Design mix_pipe_flat, sky130hd; sources not shown.
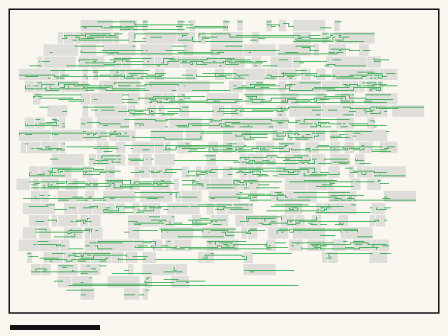
*The metal 1 layer*
The bar under the picture is 20 um long. Cells faint in the background.
The layer holds 53% of the routed length. The wires run mostly horizontal. 352 nets have wire on it. The longest straight run is 51.1 um. The layer carries 3300 um of wire.
via count: 2350
final WL: 6.23 mm

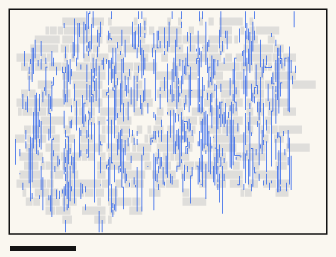
*M2 wires*
The bar under the picture is 20 um long. Cells faint in the background.
The wires run mostly vertical. The layer holds 43% of the routed length. 306 nets have wire on it. The longest straight run is 26.9 um.
grt met2 use: 30.5%

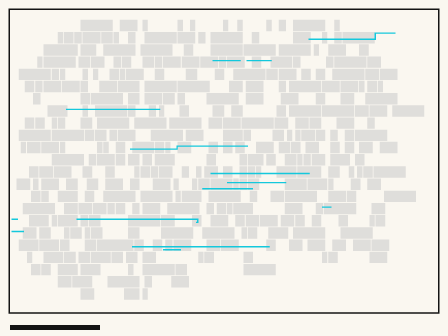
*The metal 3 layer*
The bar under the picture is 20 um long. Cells faint in the background.
The layer holds 3.1% of the routed length. The wires run mostly horizontal. The longest straight run is 30.4 um.
met3 usage: 4.62%

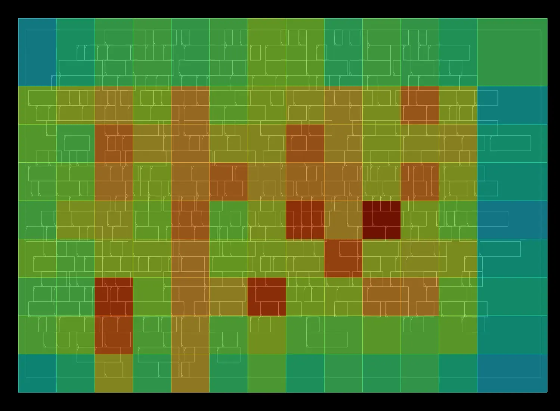
*Routing congestion map*
GR peak layer: met1
GR Layer Usage met1: 31.4%
GRT Total Usage: 21.2%
wire per inst: 14.7 um
Final Core Density: 57.9%

==> qor.csv <==
stage,metric,value,unit
drt,drt drc,0,
power,Pwr Total,1850,uW
hold_path,hold path depth,2,
cells_and_area,Top Layout Cells,"48 x dfxtp_1, 46 x nand2b_1, 46 x nand4bb_1",
yosys,"area leader, netlist",dfxtp_1,
setup_path,R2R depth,8,
cells_and_area,filler instances,550,
setup_path,kind of critical path,in -> reg,
cts,CTS root buf,clkbuf_8,
setup_path,CP endpoint kind,flop,
setup_path,Startpoint Class,primary input,
setup_path,crit-path leading delay family,adder cells,
final_timing,"Slew Viols, Final",0,
floorplanning,I/O pin count,19,
cts,clk sinks,49,
grt,initial antenna violation count,0,
grt,vias in the first global route,2091,
setup_path,Crit path depth,10,
power,Peak VDD IR,0.000228,V
final_timing,Setup TNS,0,ps
power,Leak Pwr,0.00139,uW
floorplanning,die area,0.00643,mm2
yosys,Seq cells post-synth,49,
yosys,mapped cell area,0.00305,mm2
hold_path,worst min-delay path class,reg -> reg,
grt,first-pass GRT wire length,10.4,mm
cts,H-tree Lvls,2,
cells_and_area,Antenna diodes,0,
cts,CTS Buffer Depth,2,
final_timing,unrepaired setup endpoints after global routing,yes,
setup_path,CP Data Arrival Time,2620,ps
cts,clock-pin slew on the worst setup and hold paths,90,ps
floorplanning,die span in x,95.4,um
final_timing,maximum clock rate,0.387,GHz
placed_design,PortBufs,18,
yosys,yosys stat area,0.00305,mm2
drt,Via density,5.54,
setup_path,"Critical Path, Cell by Cell","dlygate4sd2_1, buf_4, nor2b_1, ha_1, ha_1, a21o_1, a21o_1, xnor2_1, nand2b_1, o21ai_0",
grt,total global routing overflow,0,
drt,drt pass-1 iters,5,
setup_path,flop-to-flop setup slack,220,ps
cells_and_area,most frequent logic cell in the layout,dfxtp_1,
job,maxcap violations,0,
yosys,Synth Instances,319,
cells_and_area,layout cells sized above 1,16.3,%
final_timing,period utilisation layout,95.9,%
status,status,completed,
setup_path,WP data required,2730,ps
yosys,Top cells by area,"dfxtp_1 32%, nand4bb_1 17%, nand2b_1 9.4%",
[timing repair]
item                                    in CTS  in global routing
gates cloned                                 0                  0
endpoints found under the setup margin       4                  3
gates resized                                3                  2
[synthesized netlist by cell type]
library cell   n
a21o_1        12
a21oi_1        6
a221oi_1       1
a31o_2         2
a31oi_1        1
and2_1         2
and3_1         3
buf_2          4
buf_4          2
buf_6          4
buf_8          2
clkbuf_1       8
conb_1         1
dfxtp_1       49
fa_1           2
ha_1          18
inv_1         18
inv_2          2
mux2i_1        1
nand2_1        3
nand2b_1      46
nand4bb_1     46
nor2_1         6
nor2b_1        4
nor2b_2        1
nor3_1         2
nor4_2         1
o2111ai_1      1
o21a_1         3
o21ai_0       19
o21ai_1       10
o21ai_2       20
or2_2          7
or4_1          1
xnor2_1        6
xor2_1         5
[metrics by stage]
| step | utilization (%) | worst slack, ps | instances |
|---|---|---|---|
| final | 57.9 | 109 | 424 |
| after global routing | 57.9 | -3.77 | 424 |
| after CTS | 58.8 | 80.7 | 424 |
| after detailed placement | 57.3 | -515 | 416 |
| after global placement | 57.3 | -454 | 416 |
| after floorplan | - | 116 | 326 |
[layout make-up]
cell class              count  area [um2]  area share [%]
clock inverters             2        15.0           0.446
inverters                  20        75.1            2.23
multi-input cells         237        1880            55.9
repair buffers             35         245            7.29
flip-flops and latches     49         982            29.2
clock buffers               6        72.6            2.16
well taps                  75        93.8            2.79
[metal layers]
layer | global-route usage (%) | wire [um] | share of wire [%] | vias up
met5 | 0 | 0 | 0 | -
met4 | 5.97 | 48 | 0.77 | 0
met3 | 4.62 | 192 | 3.1 | 4
met2 | 30.5 | 2690 | 43 | 24
met1 | 31.4 | 3300 | 53 | 1141
li1 | - | - | - | 1181
[where the power goes]
part | internal, uW | switching (uW) | total, uW
clock network | 184 | 254 | 438
registers | 800 | 56.4 | 856
logic | 206 | 351 | 557
[logic make-up (layout without fill, tap and decap cells)]
group	count (synthesis)	after routing	synth area share, %
compound gates	75	75	16.5
xor+xnor	11	11	3.15
fa+ha+maj	20	20	8.69
buf+inv	40	63	7.05
flops	49	49	32.1
mux	1	1	0.328
other cells	1	8	0.123
simple gates	122	122	32.0
[tightest hold or removal path: stages, from the launching register on]
cell	delay, ps
dfxtp_1	320
nand4bb_1	80
o21ai_1	60
Power and IR drop assume default switching activity.
